`src/rtl/regfile_cmd_seq_pkg.sv`:
```
// Shared opcodes, sequencer state encoding and register-count helper
// for the register-file command sequencer.
package regfile_cmd_seq_pkg;

    localparam logic [2:0] OP_NOP  = 3'd0;
    localparam logic [2:0] OP_WR   = 3'd1;
    localparam logic [2:0] OP_RD   = 3'd2;
    localparam logic [2:0] OP_MOVE = 3'd3;
    localparam logic [2:0] OP_SWAP = 3'd4;
    localparam logic [2:0] OP_CLR  = 3'd5;
    localparam logic [2:0] OP_ADD  = 3'd6;
    localparam logic [2:0] OP_ILL  = 3'd7;

    typedef enum logic [2:0] {
        S_IDLE,
        S_EXEC,
        S_SWAP2,
        S_CLEAR,
        S_RESP
    } state_t;

    function automatic int num_regs(input int addsize);
        return 1 << addsize;
    endfunction

endpackage

```
`src/rtl/regfile_cmd_seq.sv`:
```
// Register-file command sequencer: turns handshaked commands into
// ra/rb/rw/wdat/wren cycles and returns one response per command.
module regfile_cmd_seq
    import regfile_cmd_seq_pkg::*;
#(
    parameter int BITSIZE = 16,
    parameter int ADDSIZE = 4
) (
    input  logic               clk,
    input  logic               rst,
    input  logic               cmd_valid,
    output logic               cmd_ready,
    input  logic [2:0]         cmd_op,
    input  logic [ADDSIZE-1:0] cmd_a,
    input  logic [ADDSIZE-1:0] cmd_b,
    input  logic [BITSIZE-1:0] cmd_imm,
    output logic               rsp_valid,
    input  logic               rsp_ready,
    output logic [BITSIZE-1:0] rsp_data,
    output logic               rsp_err,
    output logic [ADDSIZE-1:0] ra,
    output logic [ADDSIZE-1:0] rb,
    output logic [ADDSIZE-1:0] rw,
    output logic [BITSIZE-1:0] wdat,
    output logic               wren,
    input  logic [BITSIZE-1:0] adat,
    input  logic [BITSIZE-1:0] bdat
);

    localparam int NREGS = num_regs(ADDSIZE);
    localparam logic [ADDSIZE-1:0] LAST = ADDSIZE'(NREGS - 1);

    state_t             state;
    state_t             state_nx;
    logic [2:0]         op;
    logic [ADDSIZE-1:0] a;
    logic [ADDSIZE-1:0] b;
    logic [ADDSIZE-1:0] cnt;
    logic [BITSIZE-1:0] imm;
    logic [BITSIZE-1:0] hold_a;
    logic [BITSIZE-1:0] hold_b;
    logic               wr;
    logic               accept;

    assign cmd_ready = rst && (state == S_IDLE);
    assign rsp_valid = rst && (state == S_RESP);
    assign accept    = cmd_valid && cmd_ready;
    assign wren      = wr && rst;

    always_comb begin
        state_nx = state;
        ra       = '0;
        rb       = '0;
        rw       = '0;
        wdat     = '0;
        wr       = 1'b0;
        unique case (state)
            S_IDLE: begin
                if (accept)
                    state_nx = (cmd_op == OP_CLR) ? S_CLEAR : S_EXEC;
            end
            S_EXEC: begin
                ra       = a;
                rb       = b;
                state_nx = (op == OP_SWAP) ? S_SWAP2 : S_RESP;
                case (op)
                    OP_WR:   begin wr = 1'b1; rw = a; wdat = imm;         end
                    OP_MOVE: begin wr = 1'b1; rw = b; wdat = adat;        end
                    OP_ADD:  begin wr = 1'b1; rw = a; wdat = adat + bdat; end
                    OP_SWAP: begin wr = 1'b1; rw = a; wdat = bdat;        end
                    default: ;
                endcase
            end
            S_SWAP2: begin
                wr       = 1'b1;
                rw       = b;
                wdat     = hold_a;
                state_nx = S_RESP;
            end
            S_CLEAR: begin
                wr = 1'b1;
                rw = cnt;
                if (cnt == LAST)
                    state_nx = S_RESP;
            end
            S_RESP: begin
                if (rsp_ready)
                    state_nx = S_IDLE;
            end
            default: state_nx = S_IDLE;
        endcase
    end

    // Response is derived from the values captured in EXEC, so it stays
    // stable for as long as the consumer stalls.
    always_comb begin
        rsp_data = '0;
        rsp_err  = 1'b0;
        if (state == S_RESP) begin
            case (op)
                OP_WR:   rsp_data = imm;
                OP_RD:   rsp_data = hold_a;
                OP_MOVE: rsp_data = hold_a;
                OP_SWAP: rsp_data = hold_a;
                OP_ADD:  rsp_data = hold_a + hold_b;
                OP_ILL:  rsp_err  = 1'b1;
                default: ;
            endcase
        end
    end

    always_ff @(posedge clk) begin
        if (!rst) begin
            state  <= S_IDLE;
            op     <= OP_NOP;
            a      <= '0;
            b      <= '0;
            imm    <= '0;
            cnt    <= '0;
            hold_a <= '0;
            hold_b <= '0;
        end else begin
            state <= state_nx;
            if (accept) begin
                op  <= cmd_op;
                a   <= cmd_a;
                b   <= cmd_b;
                imm <= cmd_imm;
                cnt <= '0;
            end
            if (state == S_EXEC) begin
                hold_a <= adat;
                hold_b <= bdat;
            end
            if (state == S_CLEAR)
                cnt <= cnt + 1'b1;
        end
    end

endmodule
```
`config.mk`:
```
export PLATFORM = sky130hd
export DESIGN_NAME = regfile_cmd_seq
export DESIGN_NICKNAME = d
export VERILOG_FILES = /design/src/rtl/regfile_cmd_seq_pkg.sv /design/src/rtl/regfile_cmd_seq.sv
export SDC_FILE = /design/constraint.sdc
export NUM_CORES = 1
export LEC_CHECK = 0
export CELL_PAD_IN_SITES_DETAIL_PLACEMENT = 1
export CELL_PAD_IN_SITES_GLOBAL_PLACEMENT = 2
export CORE_MARGIN = 3
export CORE_UTILIZATION = 25
export DETAILED_ROUTE_END_ITERATION = 16
export PLACE_DENSITY = 0.76
export SLEW_MARGIN = 5
export SYNTH_ARGS = -nofsm -noshare
export SYNTH_HDL_FRONTEND = slang
export SYNTH_SLANG_ARGS = --single-unit
```
`constraint.sdc`:
```
create_clock -name clk -period 4.2 [get_ports clk]
set_clock_uncertainty 0.05 [all_clocks]
set_input_delay 0.84 -clock clk [delete_from_list [all_inputs] [get_ports clk]]
set_output_delay 0.84 -clock clk [all_outputs]
set_load 0.01 [all_outputs]
```
**Run 1: signal metal coverage by tile**

Scale: 2 px per um. 29 x 29 tiles, from dark purple (low) to yellow (high), scaled to the fullest tile. Values are wire area over tile area, all layers added.
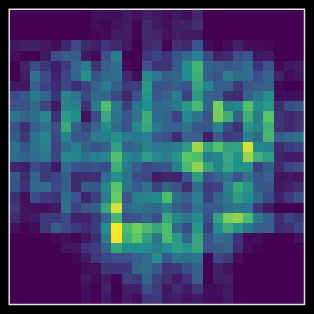
- tiles over half the peak: 10%
- densest ninth of the die: middle
- mean over tiles: 0.15

**Run 1: floorplan with the power grid**

Scale: 3 px per um. Pins as bars on the die edge.
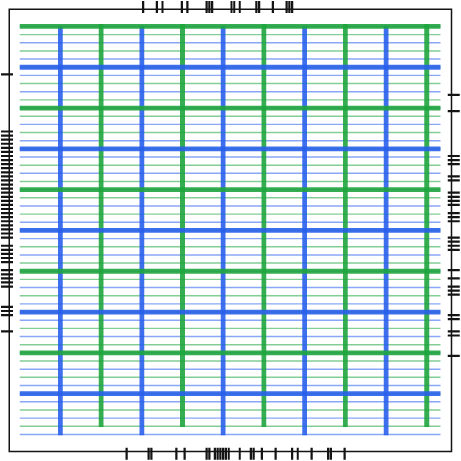
- VDD: green
- VSS: blue
- met1 rails: 51
- rows: 50

**Run 1: zoomed window**

Region (48, 78) to (98, 128) um. Cells in grey, sequential cells in the stronger grey; small squares are vias.
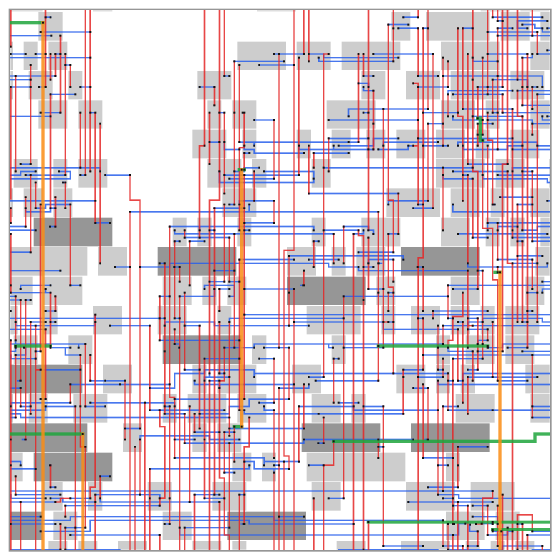
- met4: orange
- met1: blue
- met3: green
- met2: red
- cells with their middle in the window: 138
- sequential cells in the window: 11
- most frequent: nand2_1 (27), buf_4 (13), dfxtp_1 (11)
- netlist names of flops here include: `hold_a` (4), `hold_b` (3), `state` (2)

==> notes.md, run 1 <==
Implementation run completed; key figures follow.

Status:
- The flow ran to the end, and the final reports show no timing, DRC or antenna violations.

Pwr:
- The design draws 2981 uW.
- The run puts the leakage power figure at 0.002833 uW.
- The run gives the fraction of power consumed by sequential logic as 31.9%.
- The clock network accounts for 24.2% of the total power.
- The power report lists cell-internal power as 1727 uW.
- The power report shows net switching accounting for 42.09% of the total.

Routing:
- The run gives the iteration tally of the first detailed-router pass as 7.
- The run gives the DRC violations left as 0.
- After the first detailed-routing iteration, the DRC count stood at 341.
- The run gives the mean number of vias per cell as 5.185.

Cells and area:
- In the final layout, the fill cell count is 2343.
- For this run, the post-layout net count is 917.
- The run gives the share of cells above drive strength 1 as 16.71%.

Die:
- The floorplan has 50 rows.
- The chip occupies 0.02159 mm2.
- The floorplan step set the die height to 146.9 um.
- For this configuration, the core starts out at a cell density of 26.02%.

Min path:
- The run gives the class of the worst hold path as reg -> reg.
- Looking at hold timing, the worst path starts from hold_b[14]$_SDFFE_PN0P_.
- Hold analysis lists the worst path endpoint as hold_b[14]$_SDFFE_PN0P_.
- The run gives the hold path depth as 2.

Setup path:
- The run gives the required time of the worst setup path as 3310 ps.
- The run puts the maximum fanout encountered on the critical timing path at 3.
- The run gives the endpoint of the most critical setup path as wdat[14].
- The run gives the end of the worst register-to-register path as hold_b[8]$_SDFFE_PN0P_.
- For reference, the critical path is launched at bdat[0].
- The run gives the capturing element type of the critical path as a primary output.
- For the worst flop-to-flop path, the logic depth is 5.
- The worst setup path is launched from an input port.
- The worst register-to-register path begins at state[0]$_SDFFE_PN0P_.

Synth:
- In the Yosys report the total cell count is 665.
- The run gives the tally of unique sky130hd cells used after synthesis as 56.
- Yosys mapped a number of flops with a built-in enable equal to 0.
- Counting flops and latches in the post-synthesis netlist gives 66.

CTS:
- Clock-pin slew was measured on the worst setup and hold paths at 60 ps.
- The run gives the number of buffers inserted during clock tree synthesis as 9.
- The tree is rooted in a sky130_fd_sc_hd__clkbuf_16.
- No sink is reached through more buffers than the 2 on the longest clock path.
- The run puts the clock latency of the later-clocked register in the worst-skew pair at 340 ps.
- The post-CTS hold buffer count recorded in the log is 0.
- The run puts the number of clock sinks at 66.
- The run puts the number of H-tree branching levels at 3.

Final timing:
- The run gives the final-layout setup total negative slack as 0 ps.
- The run gives the final tally of setup violations as 0.
- The run gives the headroom to the max-slew limit as 36.69%.
- The run gives the count of endpoints failing hold in the final timing report as 0.
- The run gives the shortest clock period the worst path allows after layout as 4102 ps.
- The run gives the final tally of max-slew violations as 0.
- The run gives the post-route fraction of the period consumed by the critical path as 97.66%.

Global routing:
- The run gives the pin count of the biggest net entering global routing as 55.
- The run puts the global-route wire length before repair at 32.89 mm.
- The run gives the total congestion overflow after global routing as 0.
- The run gives the number of antenna violations at the first check in global routing as 0.

Flow run:
- The tool warning count for the run is 27.

Place:
- The run puts the weighted congestion at the end of routability-driven global placement at 0.8343.
- As logged by OpenROAD, the buffers inserted on ports number 110.
[run 1: power groups by stage]
stage               clock network, uW  logic, uW  registers [uW]
floorplan                           0        825             860
global placement                    0       1230             953
detailed placement                  0       1270             959
CTS                               738       1290             947
global route                      762       1450             974
finish                            722       1310             951
[run 1: per-stage QoR]
step	hold WS [ps]	utilization [%]	setup slack (ps)	instance area [um2]
2_1_floorplan	391.0	-	596.6	4965
3_3_place_gp	408.2	35.32	-552.6	6739
3_5_place_dp	419.5	35.32	-600.6	6739
4_1_cts	427.8	37.07	4.493	7073
5_1_grt	454.2	37.67	-43.78	7188
6_report	429.1	37.67	98.13	7188
[run 1: Yosys cell counts (all sizes together), types with 9 or more instances]
library cell | instances | area, um2
o21ai | 68 | 355.3
and2 | 11 | 68.82
a21boi | 34 | 255.3
xor2 | 11 | 96.34
a222oi | 16 | 160.2
nor2 | 37 | 141.4
buf | 9 | 43.79
nand2 | 160 | 600.6
nor2b | 10 | 62.56
mux2 | 11 | 127.6
ha | 31 | 387.9
nand2b | 9 | 56.30
dfxtp | 66 | 1321
xnor2 | 12 | 105.1
a21oi | 31 | 158.9
clkbuf | 31 | 116.4
a22oi | 14 | 105.1
nand3 | 11 | 55.05
mux2i | 14 | 140.1
o21a | 9 | 67.56
[run 1: critical path, cell delays in order]
cell                            delay [ps]
sky130_fd_sc_hd__dlygate4sd2_1         280
sky130_fd_sc_hd__ha_2                  200
sky130_fd_sc_hd__inv_2                  60
sky130_fd_sc_hd__fa_2                  210
sky130_fd_sc_hd__nor2b_2                50
sky130_fd_sc_hd__o31a_1                280
sky130_fd_sc_hd__o31a_4                330
sky130_fd_sc_hd__a41oi_1               240
sky130_fd_sc_hd__nand2b_4              170
sky130_fd_sc_hd__mux2_4                300
sky130_fd_sc_hd__o21ai_2               100
sky130_fd_sc_hd__buf_2                 150
[run 1: sequential cells by signal (all words and copies together) (netlist names)]
signal / count
hold_a: 16
hold_b: 16
imm: 16
a: 4
b: 4
cnt: 4
op: 3
state: 3
[run 1: logic make-up after synthesis]
logic type / count (synthesis) / synth area share (%)
compound gates: 217 / 29.79
mux: 25 / 5.393
xor+xnor: 23 / 4.057
fa+ha+maj: 33 / 8.619
simple gates: 253 / 21.70
buf+inv: 48 / 3.831
flops: 66 / 26.61
[run 1: layer usage]
layer / GRT usage (%) / vias to the layer above / share of wire [%]
met1: 25.00 / 2717 / 45
met3: 3.825 / 32 / 6.3
met4: 6.058 / 0 / 2.1
met2: 31.39 / 186 / 47
li1: - / 2696 / -
met5: 0 / - / 0
[run 1: what timing repair did]
item                                    in CTS  in global routing
resized                                     42                 21
endpoints found under the setup margin      14                 13
endpoints found under the hold margin        0                  0
setup buffers                                4                  3
pin swaps                                   10                  9
[run 1: area by class of cell]
| cell class | instances | area, um2 | area share [%] |
|---|---|---|---|
| Multi-Input combinational cell | 551 | 3583 | 49.85 |
| Timing Repair Buffer | 185 | 1653 | 22.99 |
| Sequential cell | 66 | 1323 | 18.40 |
| Tap cell | 260 | 325.3 | 4.526 |
| Clock buffer | 12 | 246.5 | 3.429 |
| Inverter | 8 | 30.03 | 0.4178 |
| Clock inverter | 4 | 27.53 | 0.3829 |
--- run 2 (diff from run 1) ---
--- a/config.mk
+++ b/config.mk
@@ -5,13 +5,14 @@
 export SDC_FILE = /design/constraint.sdc
 export NUM_CORES = 1
 export LEC_CHECK = 0
+export CAP_MARGIN = 20
 export CELL_PAD_IN_SITES_DETAIL_PLACEMENT = 1
 export CELL_PAD_IN_SITES_GLOBAL_PLACEMENT = 2
 export CORE_MARGIN = 3
 export CORE_UTILIZATION = 25
 export DETAILED_ROUTE_END_ITERATION = 16
 export PLACE_DENSITY = 0.76
-export SLEW_MARGIN = 5
+export SLEW_MARGIN = 20
 export SYNTH_ARGS = -nofsm -noshare
 export SYNTH_HDL_FRONTEND = slang
 export SYNTH_SLANG_ARGS = --single-unit
**Run 2: zoomed window**

Region (48, 78) to (98, 128) um. Cells in grey, sequential cells in the stronger grey; small squares are vias.
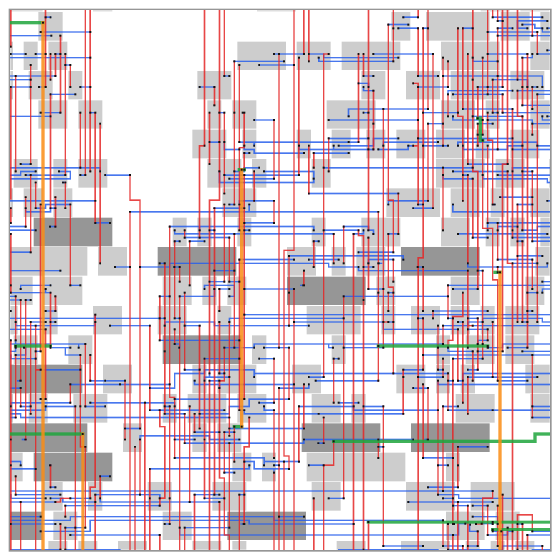
- met2: red
- met4: orange
- met3: green
- met1: blue
- netlist names of flops here include: `hold_a` (4), `hold_b` (3), `state` (2)
- most frequent: nand2_1 (27), buf_4 (13), dfxtp_1 (11)
- cells with their middle in the window: 138
- sequential cells in the window: 11

**Run 2: cell outlines without signal wires**

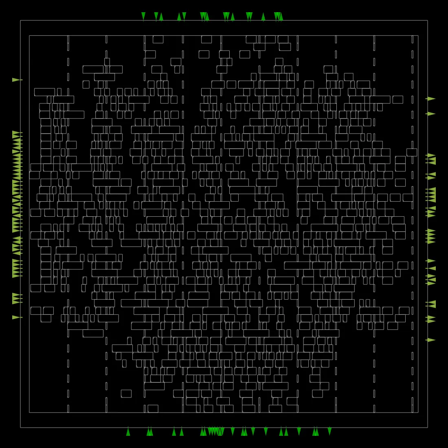
number of placement rows: 50
sequential cell count: 66
Seq/total area: 18.40%

==> run 2 against run 1 <==
  * Sequential power about the same
  * Routed wire length unchanged
  * Critical endpoint unchanged
  * Via count unchanged
  * Maximum frequency unchanged
  * Global-route usage unchanged
  * Non-clock buffer count unchanged
  * Sequential share of layout area unchanged
  * Register-to-register slack about the same
  * Worst setup slack unchanged
  * Synthesized cell count unchanged
  * Critical path depth unchanged
==> notes.md, run 2 <==
Implementation run completed; key figures follow.

Status:
- The run finished with clean final reports.

Pwr:
- The run puts the switching part of the total power at 42.09% (unchanged).
- The run puts the share of total power in the clock network at 24.2% (about the same).
- The run gives the leakage power figure as 0.002833 uW (unchanged).
- The run puts the cell-internal power at 1727 uW (unchanged).
- The run gives the combinational share of power as 43.9%.
- The run puts the fraction of power consumed by sequential logic at 31.9% (about the same).
- The run puts the worst IR drop on VDD at 242.5 uV.

Place:
- The run puts the count of input and output buffers at 110 (unchanged).
- The placed cell area came to 0.006739 mm2 (unchanged).
- The run puts the half-perimeter wire length of the detailed placement result at 15.69 mm.
- The run gives the weighted congestion at the end of routability-driven global placement as 0.8343 (unchanged).

Synth:
- The run gives the tally of unique sky130hd cells used after synthesis as 56 (unchanged).
- The most frequently used library cell after synthesis is sky130_fd_sc_hd__nand2_1.
- Per the synth stats, the flop cell with the highest instance count is sky130_fd_sc_hd__dfxtp_1.
- The run gives the post-synthesis cell count as 665.
- The run gives the dominant cell type by area after synthesis as sky130_fd_sc_hd__dfxtp_1.
- By area the synthesized netlist is led by sky130_fd_sc_hd__dfxtp_1 (27%), sky130_fd_sc_hd__nand2_1 (12%), sky130_fd_sc_hd__ha_1 (7.8%).
- The number of cells in the yosys synthesis report came to 665 (unchanged).
- Per the synth stats, the proportion of register bits with asynchronous set or reset is 0%.
- The run puts the fraction of post-synthesis cell area in the top cell type by area at 26.61% (unchanged).
- After synthesis, the most frequently instantiated cells are sky130_fd_sc_hd__nand2_1 (160), sky130_fd_sc_hd__dfxtp_1 (66), sky130_fd_sc_hd__o21ai_0 (55).
- The run gives the post-synth tally of flip-flops with integrated enable as 0 (unchanged).
- The run puts the flip-flop and latch count after synthesis at 66 (unchanged).
- The run gives the cell area after synthesis as 0.004965 mm2.

Setup path:
- Data on the critical path arrives at its endpoint at 3210 ps.
- The run gives the standard cell with the maximum stage delay on the critical path as sky130_fd_sc_hd__o31a_4.
- The run gives the maximum fanout encountered on the critical timing path as 3 (unchanged).
- The run gives the kind of start point of the critical path as an input port.
- The run puts the largest stage delay on the critical path at 330 ps (about the same).
- The cell sequence reported for the critical path is dlygate4sd2_1 -> ha_2 -> inv_2 -> fa_2 -> nor2b_2 -> o31a_1 -> o31a_4 -> a41oi_1 -> nand2b_4 -> mux2_4 -> o21ai_2 -> buf_2.
- The run gives the required time of the worst setup path as 3310 ps (about the same).
- The total buffers and inverters traversed by the critical path came to 3 (unchanged).
- In this design, the largest share of critical-path delay is due to AND-OR/OR-AND gates.
- STA classifies the critical path endpoint as a primary output.

Global routing:
- The run puts the met3 demand-to-capacity share in global routing at 3.825% (unchanged).
- The run gives the global-route wire length before repair as 32.89 mm (unchanged).
- The run puts the met2 usage at 31.39% (unchanged).
- The run gives the number of antenna violations at the first check in global routing as 0 (unchanged).
- After global routing, the most crowded layer is met2.
- The met1 track demand over resource in global routing came to 25.00% (unchanged).
- The run gives the total congestion overflow after global routing as 0 (unchanged).
- The run gives the pin count of the biggest net entering global routing as 55 (unchanged).

CTS:
- The run puts the number of H-tree branching levels at 3 (unchanged).
- The run puts the clock latency of the later-clocked register in the worst-skew pair at 340 ps (about the same).
- The run puts the maximum clock path buffer count at 2 (unchanged).
- The run gives the clock-pin transition on the worst setup and hold timing paths as 60 ps (about the same).
- The run puts the number of buffers inserted during clock tree synthesis at 9 (unchanged).
- Clock tree synthesis selected as its root buffer the cell sky130_fd_sc_hd__clkbuf_16.
- The run puts the number of clock sinks at 66 (unchanged).

Cells and area:
- The share of cells above drive strength 1 is 16.71% (unchanged).
- The run puts the final non-filler cell area at 0.007188 mm2 (unchanged).
- The run gives the utilization after layout as 37.67% (unchanged).
- The number of nets at the end of the flow is 917 (unchanged).
- The run puts the number of fill cells at 2343 (unchanged).
- The top cell type in the final layout, fill and taps aside, is sky130_fd_sc_hd__nand2_1.
- The run puts the register area at 0.001323 mm2 (unchanged).
- The run puts the layout overhead on the synthesized area at 44.78%.
- The run puts the total area of multi-input combinational cells at 0.003583 mm2 (unchanged).
- The largest registers in the layout are hold_a x16, hold_b x16, imm x16.

Min path:
- The run gives the class of the worst hold path as reg -> reg.

Routing:
- Summing over every cut layer, the via total after detailed routing is 5631.
- The iteration tally of the first detailed-router pass came to 7 (unchanged).
- The mean number of vias per cell came to 5.185 (unchanged).
- The run gives the DRC violations left as 0 (unchanged).
- The initial detailed-routing violation count was 341 (unchanged).

Final timing:
- The run gives the count of endpoints failing hold in the final timing report as 0 (unchanged).
- The run puts the headroom to the max-slew limit at 36.69% (unchanged).
- Setup repair after global routing could not meet its margin everywhere.
- The run puts the final tally of setup violations at 0 (unchanged).
- The shortest clock period the worst path allows after layout came to 4102 ps (unchanged).
- The run puts the final-layout setup total negative slack at 0 ps (unchanged).
- The post-route fraction of the period consumed by the critical path is 97.66% (unchanged).
- The run gives the final tally of max-slew violations as 0 (unchanged).

Flow run:
- The run gives the tool warning count as 27 (unchanged).

Die:
- The run gives the effective utilization at floorplan as 26.02% (unchanged).
- The die height was 146.9 um (unchanged).
- The run puts the full die area at 0.02159 mm2 (unchanged).
- The run puts the I/O pin count at 111.
[run 2: cell counts in the layout (fill, tap and decap cells not counted)]
No cell type changed its count.
[run 2: tightest hold or removal path: cells and delay by family (launching register included)]
kind	cells	cell delay, ps
compound gates	1	70
simple gates	1	50
flops	1	310
[run 2: repair_timing]
item,4_1_cts,5_1_grt
setup buffers,4,3
gates cloned,0,0
pin swaps,10,9
endpoints found under the setup margin,14,13
hold buffers,0,0
resized,42,21
[run 2: layout make-up]
class | instances | share of cell area (%)
multi-input combinational | 551 | 49.85
clock inverter | 4 | 0.3829
timing repair buffer | 185 | 22.99
sequential | 66 | 18.40
inverter | 8 | 0.4178
clock buffer | 12 | 3.429
tap | 260 | 4.526
[run 2: stage by stage]
| stage | hold slack (ps) | power [uW] | setup slack, ps |
|---|---|---|---|
| finish | 429.1 | 2981 | 98.13 |
| global route | 454.2 | 3183 | -43.78 |
| CTS | 427.8 | 2971 | 4.493 |
| detailed placement | 419.5 | 2228 | -600.6 |
| global placement | 408.2 | 2185 | -552.6 |
| floorplan | 391.0 | 1685 | 596.6 |
[run 2: kinds of logic (layout without fill, tap and decap cells)]
logic type                 after synthesis  in the layout  synth area share (%)
adders and majority gates               33             33                 8.619
muxes                                   25             25                 5.393
AOI/OAI and AO/OA                      217            217                 29.79
DFF                                     66             66                 26.61
and+or+nand+nor                        253            253                 21.70
xor gates and xnor gates                23             23                 4.057
buffers and inverters                   48            209                 3.831
[run 2: power by group through the flow]
stage / Clock (uW) / Sequential (uW) / Combinational [uW]
after floorplan: 0 / 860 / 825
after global placement: 0 / 953 / 1230
after detailed placement: 0 / 959 / 1270
after CTS: 738 / 947 / 1290
after global routing: 762 / 974 / 1450
final: 722 / 951 / 1310
[run 2: layer usage]
layer / wire (um) / part of all wire, %
met1: 9282 / 45
met2: 9785 / 47
met3: 1304 / 6.3
met4: 436 / 2.1
met5: 0 / 0
[run 2: path summary, 6_finish.rpt]
check | startpoint | end | slack (ps) | cells past startpoint
setup reg to reg | state[0]$_SDFFE_PN0P_ | hold_b[8]$_SDFFE_PN0P_ | 2200 | 5
hold reg to reg | hold_b[14]$_SDFFE_PN0P_ | hold_b[14]$_SDFFE_PN0P_ | 430 | 2
setup / recovery | bdat[0] | wdat[14] | 100 | 12
hold / removal | hold_b[14]$_SDFFE_PN0P_ | hold_b[14]$_SDFFE_PN0P_ | 430 | 2
Power is estimated from default activity; no workload was simulated.
